Run 1, where the registers sit:
Scale bar: 20 µm. Other cells in grey.
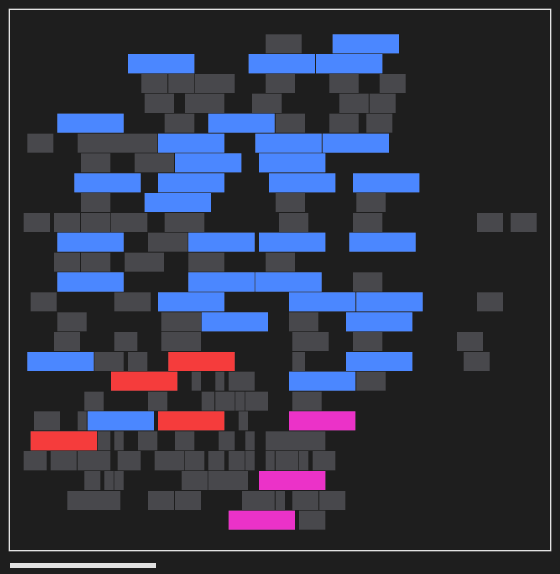
Run 1, clock network drawn from the DEF:
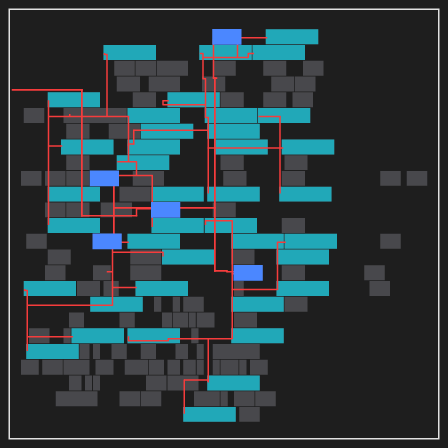
Run 1, placed standard cells:
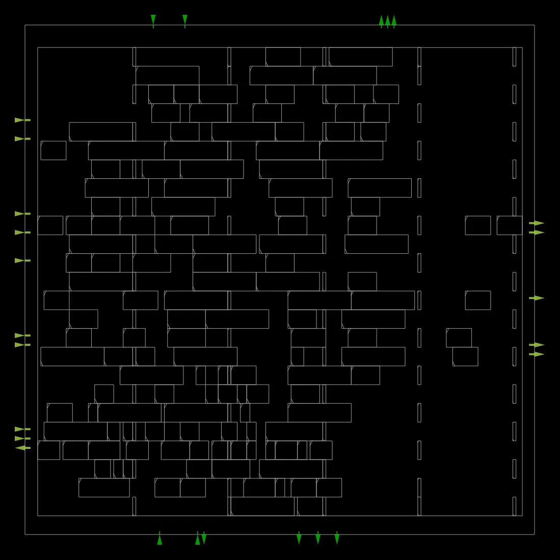
Run 1, cells by drive strength:
Scale bar: 20 µm.
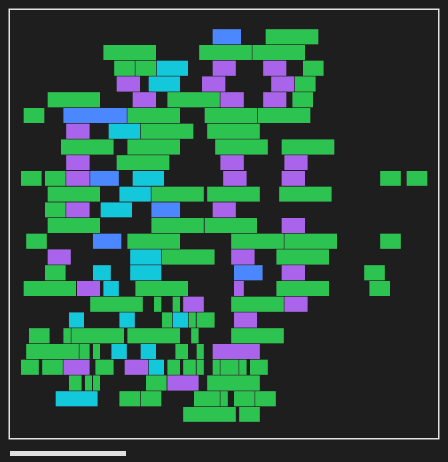
`config.mk`:
```
export PLATFORM = sky130hd
export DESIGN_NAME = d_ff_pipe_flat
export DESIGN_NICKNAME = d
export VERILOG_FILES = /design/src/rtl/d_ff_pkg.sv /design/src/rtl/d_ff_pipe_if.sv /design/src/rtl/d_ff_pipe_stage.sv /design/src/rtl/d_ff_pipe.sv /design/src/flat_wrapper.sv
export SDC_FILE = /design/constraint.sdc
export NUM_CORES = 1
export LEC_CHECK = 0
export CAP_MARGIN = 20
export CORE_MARGIN = 1.5
export CORE_UTILIZATION = 32
export DETAILED_ROUTE_END_ITERATION = 12
export SLEW_MARGIN = 40
export SYNTH_ARGS = -nofsm -noshare
export SYNTH_HDL_FRONTEND = slang
export SYNTH_SLANG_ARGS = --single-unit
```
`constraint.sdc`:
```
create_clock -name clk -period 2.2 [get_ports clk]
set_input_delay 0.44 -clock clk [delete_from_list [all_inputs] [get_ports clk]]
set_output_delay 0.44 -clock clk [all_outputs]
set_load 0.005 [all_outputs]
```
`src/rtl/d_ff_pkg.sv`:
```
// d_ff_pkg: shared defaults and occupancy-width helper for the d_ff_pipe register chain
package d_ff_pkg;
  localparam int DEF_WIDTH = 8;
  localparam int DEF_DEPTH = 4;
  function automatic int occ_w(input int depth);
    return $clog2(depth + 1);
  endfunction
endpackage

```
`src/rtl/d_ff_pipe_if.sv`:
```
// d_ff_pipe_if: valid/ready bus around d_ff_pipe; master = upstream/downstream driver side, slave = pipeline
//   flush, in_valid, in_data, out_ready : driven by master
//   in_ready, out_valid, out_data, occupancy : driven by slave
interface d_ff_pipe_if
  import d_ff_pkg::*;
#(
  parameter int WIDTH = DEF_WIDTH,
  parameter int DEPTH = DEF_DEPTH
);
  logic flush;
  logic in_valid;
  logic in_ready;
  logic [WIDTH-1:0] in_data;
  logic out_valid;
  logic out_ready;
  logic [WIDTH-1:0] out_data;
  logic [occ_w(DEPTH)-1:0] occupancy;
  modport master (
    output flush, in_valid, in_data, out_ready,
    input  in_ready, out_valid, out_data, occupancy
  );
  modport slave (
    input  flush, in_valid, in_data, out_ready,
    output in_ready, out_valid, out_data, occupancy
  );
endinterface

```
`src/rtl/d_ff_pipe_stage.sv`:
```
// d_ff_pipe_stage: one pipeline stage, a valid bit plus WIDTH data bits
//   clk, rst       : clock, async active-high reset (valid=0, data=RST_VAL)
//   load           : stage may take the upstream beat this edge
//   clr            : sync clear of valid, wins over load, data untouched
//   in_valid/data  : upstream stage contents
//   valid/data     : this stage's contents
module d_ff_pipe_stage #(
  parameter int WIDTH = 8,
  parameter logic [WIDTH-1:0] RST_VAL = '0
) (
  input  logic             clk,
  input  logic             rst,
  input  logic             load,
  input  logic             clr,
  input  logic             in_valid,
  input  logic [WIDTH-1:0] in_data,
  output logic             valid,
  output logic [WIDTH-1:0] data
);
  always_ff @(posedge clk or posedge rst)
    if (rst) valid <= 1'b0;
    else if (clr) valid <= 1'b0;
    else if (load) valid <= in_valid;
  // Bubbles pass through without disturbing the data register.
  always_ff @(posedge clk or posedge rst)
    if (rst) data <= RST_VAL;
    else if (!clr && load && in_valid) data <= in_data;
endmodule

```
`src/rtl/d_ff_pipe.sv`:
```
// d_ff_pipe: WIDTH x DEPTH elastic register pipeline with flush and registered occupancy
//   clk, rst : clock, async active-high reset
//   bus      : d_ff_pipe_if.slave (flush, in_valid/in_ready/in_data, out_valid/out_ready/out_data, occupancy)
module d_ff_pipe
  import d_ff_pkg::*;
#(
  parameter int WIDTH = DEF_WIDTH,
  parameter int DEPTH = DEF_DEPTH,
  parameter logic [WIDTH-1:0] RST_VAL = '0
) (
  input logic        clk,
  input logic        rst,
  d_ff_pipe_if.slave bus
);
  localparam int OW = occ_w(DEPTH);
  if (DEPTH < 1) begin : g_depth_check
    $error("d_ff_pipe: DEPTH must be >= 1");
  end
  logic [DEPTH-1:0] valid;
  logic [WIDTH-1:0] data [DEPTH];
  logic [DEPTH:0]   ready;
  logic             push;
  logic             pop;
  logic [OW-1:0]    occ;
  // Combinational ready chain from out_ready back to stage 0; no skid buffer.
  always_comb begin
    ready[DEPTH] = bus.out_ready;
    for (int i = DEPTH - 1; i >= 0; i--) ready[i] = !valid[i] | ready[i+1];
  end
  assign bus.in_ready  = ready[0] & !bus.flush & !rst;
  assign push          = bus.in_valid & bus.in_ready;
  assign pop           = valid[DEPTH-1] & bus.out_ready;
  assign bus.out_valid = valid[DEPTH-1];
  assign bus.out_data  = data[DEPTH-1];
  assign bus.occupancy = occ;
  for (genvar g = 0; g < DEPTH; g++) begin : g_stage
    logic             up_valid;
    logic [WIDTH-1:0] up_data;
    if (g == 0) begin : g_head
      assign up_valid = push;
      assign up_data  = bus.in_data;
    end else begin : g_body
      assign up_valid = valid[g-1];
      assign up_data  = data[g-1];
    end
    d_ff_pipe_stage #(
      .WIDTH   (WIDTH),
      .RST_VAL (RST_VAL)
    ) u_stage (
      .clk      (clk),
      .rst      (rst),
      .load     (ready[g]),
      .clr      (bus.flush),
      .in_valid (up_valid),
      .in_data  (up_data),
      .valid    (valid[g]),
      .data     (data[g])
    );
  end
  // Tracks popcount of valid bits incrementally; push is impossible during flush.
  always_ff @(posedge clk or posedge rst)
    if (rst) occ <= '0;
    else occ <= bus.flush ? '0 : occ + OW'(push) - OW'(pop);
endmodule
```
`src/flat_wrapper.sv`:
```
// flat-port wrapper written by rule: the top's interface ports become plain ports
module d_ff_pipe_flat import d_ff_pkg::*;
#(
  parameter int WIDTH = DEF_WIDTH,
  parameter int DEPTH = DEF_DEPTH,
  parameter logic [WIDTH-1:0] RST_VAL = '0
)
  (clk, rst, bus_flush, bus_in_valid, bus_in_data, bus_out_ready, bus_in_ready, bus_out_valid, bus_out_data, bus_occupancy);
  d_ff_pipe_if #(.WIDTH(WIDTH), .DEPTH(DEPTH)) bus_i ();
  input logic clk;
  input logic rst;
  input wire logic [$bits(bus_i.flush)-1:0] bus_flush;
  input wire logic [$bits(bus_i.in_valid)-1:0] bus_in_valid;
  input wire logic [$bits(bus_i.in_data)-1:0] bus_in_data;
  input wire logic [$bits(bus_i.out_ready)-1:0] bus_out_ready;
  output wire logic [$bits(bus_i.in_ready)-1:0] bus_in_ready;
  output wire logic [$bits(bus_i.out_valid)-1:0] bus_out_valid;
  output wire logic [$bits(bus_i.out_data)-1:0] bus_out_data;
  output wire logic [$bits(bus_i.occupancy)-1:0] bus_occupancy;
  assign bus_i.flush = bus_flush;
  assign bus_i.in_valid = bus_in_valid;
  assign bus_i.in_data = bus_in_data;
  assign bus_i.out_ready = bus_out_ready;
  assign bus_in_ready = bus_i.in_ready;
  assign bus_out_valid = bus_i.out_valid;
  assign bus_out_data = bus_i.out_data;
  assign bus_occupancy = bus_i.occupancy;
  d_ff_pipe #(.WIDTH(WIDTH), .DEPTH(DEPTH), .RST_VAL(RST_VAL)) u_core (.clk(clk), .rst(rst), .bus(bus_i));
endmodule
```
==> impl_metrics.toml, run 1 <==
# implementation run metrics
[synthesis]
ys_cells = 106
syn_nets = 122
topCombFamilyByArea = "multiplexers"
most_common_cell = "dfrtp_1"
fa_ha_area_frac = 0.02793
ys_sh_mux = 0.2420
yosys.area.top_type_share = 0.6051
async_flop_share = 1.000
synth-seq-cells = 39
yosysTopAreaCell = "dfrtp_1"
ys_types = 22
topCellsByArea = "dfrtp_1 (61%), mux2_2 (17%), mux2_4 (7.4%)"
synthAoiAreaFrac = 0.02948
simple_gate_share = 0.05120
synth.avg_cell_area_um2 = 15.22
synth-area-yosys_mm2 = 0.001613
synthFlopType = "dfrtp_1"
mappedNetlistArea_mm2 = 0.001613
postSynthSeqShare = 0.6051

[sta]
hold_viol = 0
period_minus_slack_ns = 2.092
skew_ns = 0.006380
finalCritPeriodShare = 0.9510
setup_violations = 0
fmax_ghz = 0.4780
relSlewSlack = 0.6876
rsz0062_at_grt = "no"
slew_viol_final = 0

[layout]
layout-drive-gt1-share = 0.3759
syn2layout_area_growth_pct = 29.40
mostFrequentLayoutCells = "dfrtp_1 (39), mux2_2 (24), clkdlybuf4s50_1 (24), mux2_4 (8)"
lay_top_count = "dfrtp_1"
diodes = 0

[setup_path]
cp_slowest_stage_delay_ns = 0.47
crit_arrival_ns = 1.65
cp-endpoint = "bus_in_ready"
cpMaxStageDelayCell = "clkdlybuf4s50_1"
worstPathRequired_ns = 1.76
crit_path_start_kind = "input pin"
r2r_start = "u_core.g_stage[2].u_stage.valid$_DFFE_PP0P_"
r2r_slack_ns = 0.34
path_cells = "clkdlybuf4s50_1 > and4b_2 > a211oi_2 > dlygate4sd2_1"

[clocking]
worstSkewPairLatency_ns = 0.29
htreeDepth = 2
cts_made_buffers = 5
cts-resized-gates = 3
cts_tree = "yes"
clk_path_buf_depth = 2

[min_path]
hp-start = "u_core.g_stage[2].u_stage.data[6]$_DFFE_PP0P_"
hold_class = "reg -> reg"
min_path_cells = 1

[die]
die_y_um = 73.99
coreArea_mm2 = 0.004786
fp-utilization = 0.3370
io_pins = 26
dieWidth_um = 73.99

[routing]
first_pass_iters = 3
drt_iter0_drc = 25
final_antenna_net_count = 0
wl_um = 2355
post-route-drc-count = 0
wl_per_cell_um = 11.32
routed_via_density = 4.236

[placed_design]
port_buffers = 25
dpl_cell_area_mm2 = 0.001957
routabilityCongestion = 0.7082
hpwl_um = 1769

[grt]
grt_pass1_wl_um = 4243
grt_usage = 0.1017
grt_max_degree = 40
grt_antenna_before_repair = 0
grt-ovfl-total = 0

[run]
warnings = 26

[power]
ir_worst_vdd_uv = 503.8
power.leakage_uw = 0.0009686
p_per_area_mw_per_mm2 = 874.7

[outcome]
status = "completed"
Back to the opening pictures, 'where the registers sit':
legend:
  blue:
    name_in_the_netlist: u_core.g_stage.u_stage.data
    placed_flops: 32
  red:
    name_in_the_netlist: u_core.g_stage.u_stage.valid
    placed_flops: 4
  magenta:
    name_in_the_netlist: u_core.bus.occupancy
    placed_flops: 3

Back to the opening pictures, 'clock network drawn from the DEF':
legend:
  blue:
    item: clock-net drivers
    count: 5
  red:
    item: clock wires
    length: 451 µm
  cyan:
    item: flip-flops
    count: 39
routed clock nets: 6

Back to the opening pictures, 'placed standard cells':
Util after Layout: 0.4361
Row Count: 25
Well Taps: 67
flop count: 39
Seq/total area: 0.4676

Back to the opening pictures, 'cells by drive strength':
legend:
  cyan:
    size: x3 and x4
    cells: 17
    share: 12%
  purple:
    size: x2
    cells: 30
    share: 21%
  green:
    size: x1 and smaller
    cells: 88
    share: 62%
  blue:
    size: x6 and larger
    cells: 6
    share: 4.3%

run 1: state kept, by name, indices dropped and copies added, names as in the netlist:
signal and cells:
u_core.bus.occupancy 3, u_core.g_stage.u_stage.valid 4, u_core.g_stage.u_stage.data 32
run 1: layout make-up:
| cell class | count | area (µm²) | share of cell area |
|---|---|---|---|
| sequential | 39 | 975.9 | 0.4676 |
| multi-input combinational | 57 | 594.3 | 0.2848 |
| timing repair buffer | 32 | 301.5 | 0.1445 |
| tap | 67 | 83.83 | 0.04017 |
| clock buffer | 5 | 68.82 | 0.03297 |
| clock inverter | 3 | 43.79 | 0.02098 |
| inverter | 5 | 18.77 | 0.008993 |
run 1: power breakdown:
| group | internal [µW] | total (µW) | switching, µW |
|---|---|---|---|
| clock network | 337 | 584 | 247 |
| logic | 212 | 288 | 76.5 |
| registers | 871 | 953 | 81.7 |
| total | 1420 | 1830 | 405 |
run 1: per-layer routing:
layer	GRT usage	share of wire	vias to the layer above	routed length, µm
li1	-	-	425	-
met1	0.1270	0.47	428	1097
met2	0.1597	0.46	20	1078
met3	0.02439	0.048	8	112
met4	0.06173	0.028	0	66
met5	0	0	-	0
run 1: stage by stage:
| step | TNS (ns) | cells | total power [µW] | setup slack [ns] | hold WS (ns) |
|---|---|---|---|---|---|
| final | 0 | 208 | 1826 | 0.1078 | 0.5065 |
| after CTS | 0 | 208 | 1860 | 0.003357 | 0.5112 |
| after floorplan | 0 | 106 | 1138 | 0.1086 | 0.4750 |
| after global placement | -0.4685 | 199 | 1244 | -0.2228 | 0.4870 |
| after detailed placement | -0.5316 | 199 | 1266 | -0.2054 | 0.4927 |
| after global routing | 0 | 208 | 1931 | 0.04681 | 0.5247 |
run 1: worst max-delay path: cells and delay by family:
family	cells	cell delay (ns)
compound gates	1	0.21
buf+inv	2	0.72
simple gates	1	0.28
Run 1, routed metal per tile:
The die is cut into 15 by 15 equal tiles; dark blue is low, red is high, scaled to the fullest tile. Values are wire area over tile area, all layers added.
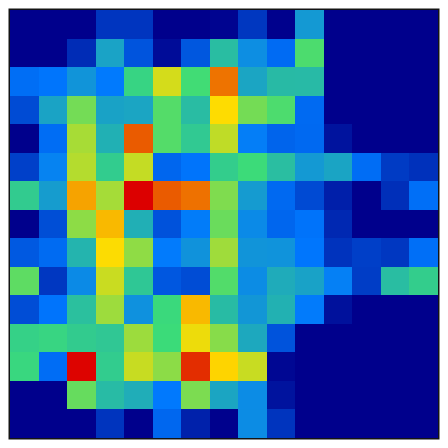

==> run 2, diff against run 1 <==
--- a/config.mk
+++ b/config.mk
@@ -9,6 +9,7 @@
 export CORE_MARGIN = 1.5
 export CORE_UTILIZATION = 32
 export DETAILED_ROUTE_END_ITERATION = 12
+export DONT_BUFFER_PORTS = 1
 export SLEW_MARGIN = 40
 export SYNTH_ARGS = -nofsm -noshare
 export SYNTH_HDL_FRONTEND = slang
==> constraint.sdc (replaced) <==
create_clock -name clk -period 2.38 [get_ports clk]
set_input_delay 0.476 -clock clk [delete_from_list [all_inputs] [get_ports clk]]
set_output_delay 0.476 -clock clk [all_outputs]
set_load 0.005 [all_outputs]
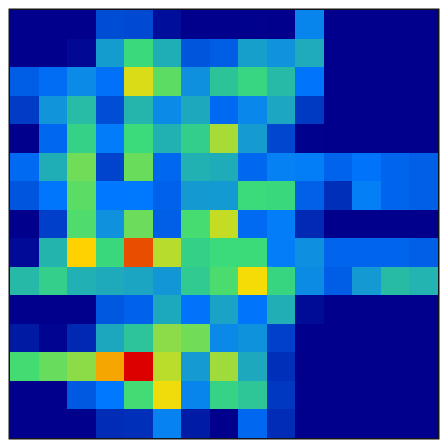
Run 2: routed metal per tile
The die is cut into 15 by 15 equal tiles; dark blue is low, red is high, scaled to the fullest tile. Values are wire area over tile area, all layers added.
mean over tiles: 0.068
tiles over half the peak: 12%
emptiest ninth of the die: lower right
fullest tile: 0.29
nearly empty tiles: 32%

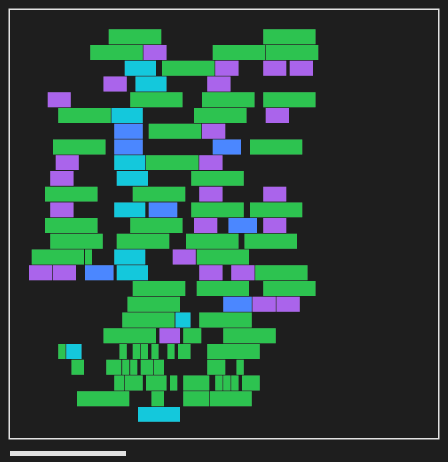
Run 2: cells by drive strength
Scale bar: 20 µm.
legend:
  purple:
    size: x2
    cells: 25
    share: 23%
  cyan:
    size: x3 and x4
    cells: 11
    share: 9.9%
  blue:
    size: x6 and larger
    cells: 7
    share: 6.3%
  green:
    size: x1 and smaller
    cells: 68
    share: 61%

==> run 2 against run 1 <==
First-iteration DRC count is 68% lower. Final area down 15%. Routed wire length decreased by 2.3%. Sequential cell count stayed put. Cell count is 14% lower. Non-clock buffer count shrank 30. Combinational power shrank 33%. Worst hold slack got worse by 0.32 ns. Clock skew decreased by 0.0036 ns. Total power down 15%. Largest power group unchanged. Sequential power fell by 6.4%. Via count fell by 11%. Highest routed layer unchanged.
==> impl_metrics.toml, run 2 <==
# implementation run metrics
[outcome]
status = "completed"

[sta]
slew_viol_final = 0
period_minus_slack_ns = 1.891
setup_violations = 0
worst_slack_ns = 0.4889
hold_viol = 0
rsz0062_at_grt = "no"

[clocking]
cts_tree = "yes"
worstSkewPairLatency_ns = 0.28
cts-resized-gates = 0
htreeDepth = 2

[synthesis]
simple_gate_share = 0.05120
ys_cells = 106
async_flop_share = 1.000
ys_sh_mux = 0.2420
synth-seq-cells = 39
synth-area-yosys_mm2 = 0.001613
synthFlopType = "dfrtp_1"
ys_types = 22
synth.avg_cell_area_um2 = 15.22
syn_nets = 122
fa_ha_area_frac = 0.02793
most_common_cell = "dfrtp_1"
mappedNetlistArea_mm2 = 0.001613

[grt]
grt_max_degree = 40
grt_usage = 0.09580
grtUsageMet1 = 0.1268
met3_usage = 0.05149
grt_use_met2 = 0.1319
grt_busiest_layer = "met2"

[power]
ir_worst_vdd_uv = 350.3
comb_power_uw = 193
p_per_area_mw_per_mm2 = 872.8
p_seq_uw = 892
maxPowerGroup = "sequential cells"
seq_power_share = 0.575
switchingPower_uw = 340.7

[setup_path]
crit_family = "adder cells"
r2r_start = "u_core.g_stage[2].u_stage.valid$_DFFE_PP0P_"
path_cells = "and4b_1 > a211oi_4 > ha_1 > inv_1 > fa_1 > xnor2_1 > nor2_1"
worstPathRequired_ns = 2.55
r2r_slack_ns = 0.49

[routing]
routed_via_density = 4.388
final_antenna_net_count = 0
wl_um = 2302
drt_iter0_drc = 8

[die]
coreArea_mm2 = 0.004786
dieWidth_um = 73.99

[layout]
syn2layout_area_growth_pct = 10.16
regArea_um2 = 975.9
combGateArea_um2 = 583.1

[run]
warnings = 26

[placed_design]
routabilityCongestion = 0.6680
port_buffers = 0
[run 2: logic make-up (layout without fill, tap and decap cells)]
family / count (synthesis) / count (layout)
flip-flops: 39 / 39
XOR/XNOR: 2 / 2
multiplexers: 32 / 32
AND/OR/NAND/NOR: 15 / 15
AND-OR/OR-AND: 5 / 5
adder cells (fa/ha/maj): 3 / 3
buffers and inverters: 10 / 15
[run 2: worst max path at each step]
stage,start,cells after the start,slack (ns),end
6_report,u_core.g_stage[2].u_stage.valid$_DFFE_PP0P_,7,0.49,u_core.bus.occupancy[2]$_DFF_PP0_
5_1_grt,u_core.g_stage[2].u_stage.valid$_DFFE_PP0P_,7,0.38,u_core.bus.occupancy[2]$_DFF_PP0_
4_1_cts,u_core.g_stage[2].u_stage.valid$_DFFE_PP0P_,7,0.47,u_core.bus.occupancy[2]$_DFF_PP0_
3_5_place_dp,bus_out_ready,7,0.45,u_core.bus.occupancy[2]$_DFF_PP0_
3_3_place_gp,bus_out_ready,7,0.51,u_core.bus.occupancy[2]$_DFF_PP0_
2_1_floorplan,bus_out_ready,8,0.25,u_core.bus.occupancy[2]$_DFF_PP0_
[run 2: layout make-up]
cell class	count	share of cell area
inverter	5	0.01056
sequential	39	0.5493
multi-input combinational	57	0.3282
clock buffer	8	0.05634
timing repair buffer	2	0.008451
tap	67	0.04718
[run 2: through the flow]
step | power [µW] | hold WS [ns] | util | cell area (µm²) | instances
detailed placement | 1103 | 0.4921 | 0.3503 | 1677 | 170
floorplan | 1052 | 0.4750 | - | 1613 | 106
finish | 1551 | 0.1867 | 0.3712 | 1777 | 178
CTS | 1575 | 0.2024 | 0.3712 | 1777 | 178
global route | 1645 | 0.2225 | 0.3712 | 1777 | 178
global placement | 1085 | 0.4889 | 0.3503 | 1677 | 170
Run 2, clock network drawn from the DEF:
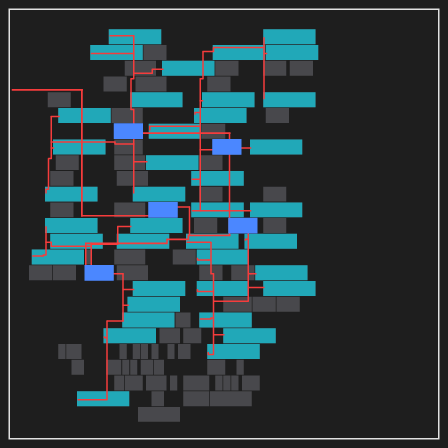

==> run 3, diff against run 2 <==
==> constraint.sdc (replaced) <==
create_clock -name clk -period 1.8 [get_ports clk]
set_input_delay 0.36 -clock clk [delete_from_list [all_inputs] [get_ports clk]]
set_output_delay 0.36 -clock clk [all_outputs]
set_load 0.005 [all_outputs]
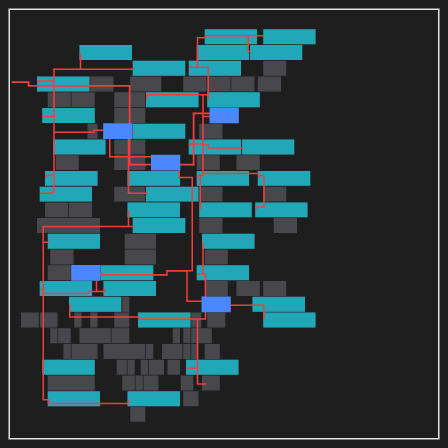
Run 3: clock network drawn from the DEF
legend:
  blue:
    item: clock-net drivers
    count: 5
  red:
    item: clock wires
    length: 442 µm
  cyan:
    item: flip-flops
    count: 39
routed clock nets: 6

==> run 3 against run 2 <==
Combinational power is 34% higher. Total power is 38% higher. The run now ends with negative setup slack left. Largest power group unchanged. Sequential share of layout area is 1.2 points lower. Cell count is 1.7% higher. Register-to-register slack worse by 0.49 ns. Worst hold slack worse by 0.12 ns. Sequential cell count stayed put. Area after synthesis stayed put.
==> impl_metrics.toml, run 3 <==
# implementation run metrics
[outcome]
status = "complete, but fails checks"
violations = "negative setup slack"

[placed_design]
dpl_cell_area_mm2 = 0.001704
dp.cells = 173
port_buffers = 0
routabilityCongestion = 0.6639

[setup_path]
crit_family = "adder cells"
path_cells = "and4b_1 > a211oi_4 > ha_2 > inv_1 > fa_2 > nor2_1"
worstPathRequired_ns = 1.98
r2r_slack_ns = -0.0002

[layout]
final_core_util = 0.3796
syn2layout_area_growth_pct = 12.65

[sta]
hold_viol = 0
setup_violations = 1
slew_viol_final = 0
worst_slack_ns = -0.0001501
fmax_ghz = 0.5555
rsz0062_at_grt = "yes"
holdWs_ns = 0.06655
period_minus_slack_ns = 1.800

[clocking]
worstSkewPairLatency_ns = 0.29
htreeDepth = 2
cts_tree = "yes"
cts-resized-gates = 0

[die]
dieWidth_um = 73.99

[grt]
grt_max_degree = 40
grt_usage = 0.1007

[synthesis]
most_common_cell = "dfrtp_1"
synth.avg_cell_area_um2 = 15.22
ys_cells = 106
ys_types = 22
syn_nets = 122
synth-area-yosys_mm2 = 0.001613
mappedNetlistArea_mm2 = 0.001613
synthFlopType = "dfrtp_1"
synth-seq-cells = 39
async_flop_share = 1.000

[power]
total_power_uw = 2145
ir_worst_vdd_uv = 737.4

[routing]
drt_iter0_drc = 38
routed_via_density = 4.398
wl_um = 2375
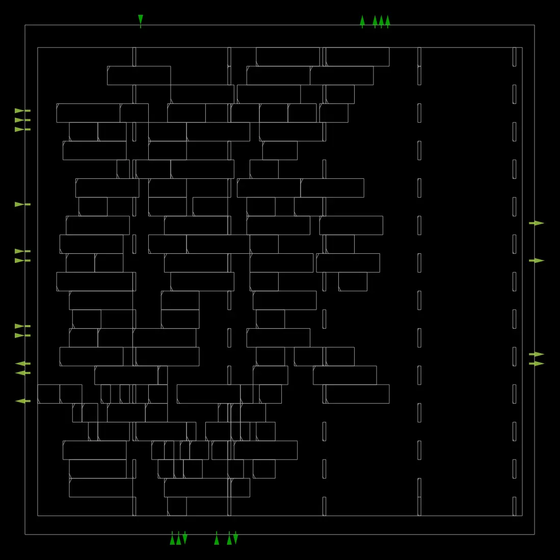
Run 3: placed standard cells
core area: 0.004786 mm²
Seq/total area: 0.5372
Post-Layout Cell Count: 181

-- run 3: area by class of cell --
type	count	area [µm²]
fill	454	2969
sequential	39	975.9
multi-input combinational	57	588.1
tap	67	83.83
clock buffer	5	68.82
clock inverter	3	43.79
timing repair buffer	5	37.54
inverter	5	18.77
-- run 3: per-layer routing --
metal / up-vias / GRT usage
met5: - / 0
met4: 0 / 0.04321
met3: 4 / 0.04336
met2: 20 / 0.1538
met1: 395 / 0.1250
li1: 377 / -
-- run 3: final timing paths --
| kind | start | endpoint | cells past startpoint |
|---|---|---|---|
| hold reg to reg | u_core.g_stage[0].u_stage.data[0]$_DFFE_PP0P_ | u_core.g_stage[1].u_stage.data[0]$_DFFE_PP0P_ | 1 |
| setup / recovery | u_core.g_stage[1].u_stage.valid$_DFFE_PP0P_ | u_core.bus.occupancy[1]$_DFF_PP0_ | 6 |
| setup reg to reg | u_core.g_stage[1].u_stage.valid$_DFFE_PP0P_ | u_core.bus.occupancy[1]$_DFF_PP0_ | 6 |
| hold / removal | rst | u_core.g_stage[3].u_stage.valid$_DFFE_PP0P_ | 2 |
| max in group asynchronous | rst | u_core.g_stage[3].u_stage.data[4]$_DFFE_PP0P_ | 2 |
| min in group clk | bus_flush | u_core.g_stage[2].u_stage.valid$_DFFE_PP0P_ | 1 |
-- run 3: cell families after synthesis --
logic type / count (synthesis) / share of synthesized area
DFF: 39 / 0.6051
AOI/OAI and AO/OA: 5 / 0.02948
muxes: 32 / 0.2421
adders and majority gates: 3 / 0.02793
xor gates and xnor gates: 2 / 0.01086
and+or+nand+nor: 15 / 0.05121
buffers and inverters: 10 / 0.03336
-- run 3: where the power goes --
part           total [µW]  internal [µW]  leakage, µW  switching, µW
sequential           1170           1070     0.000501            110
clock                 711            412    0.0000581            298
combinational         259            186     0.000306           72.9
No activity file was given, so power comes from the tool's default toggle rates.
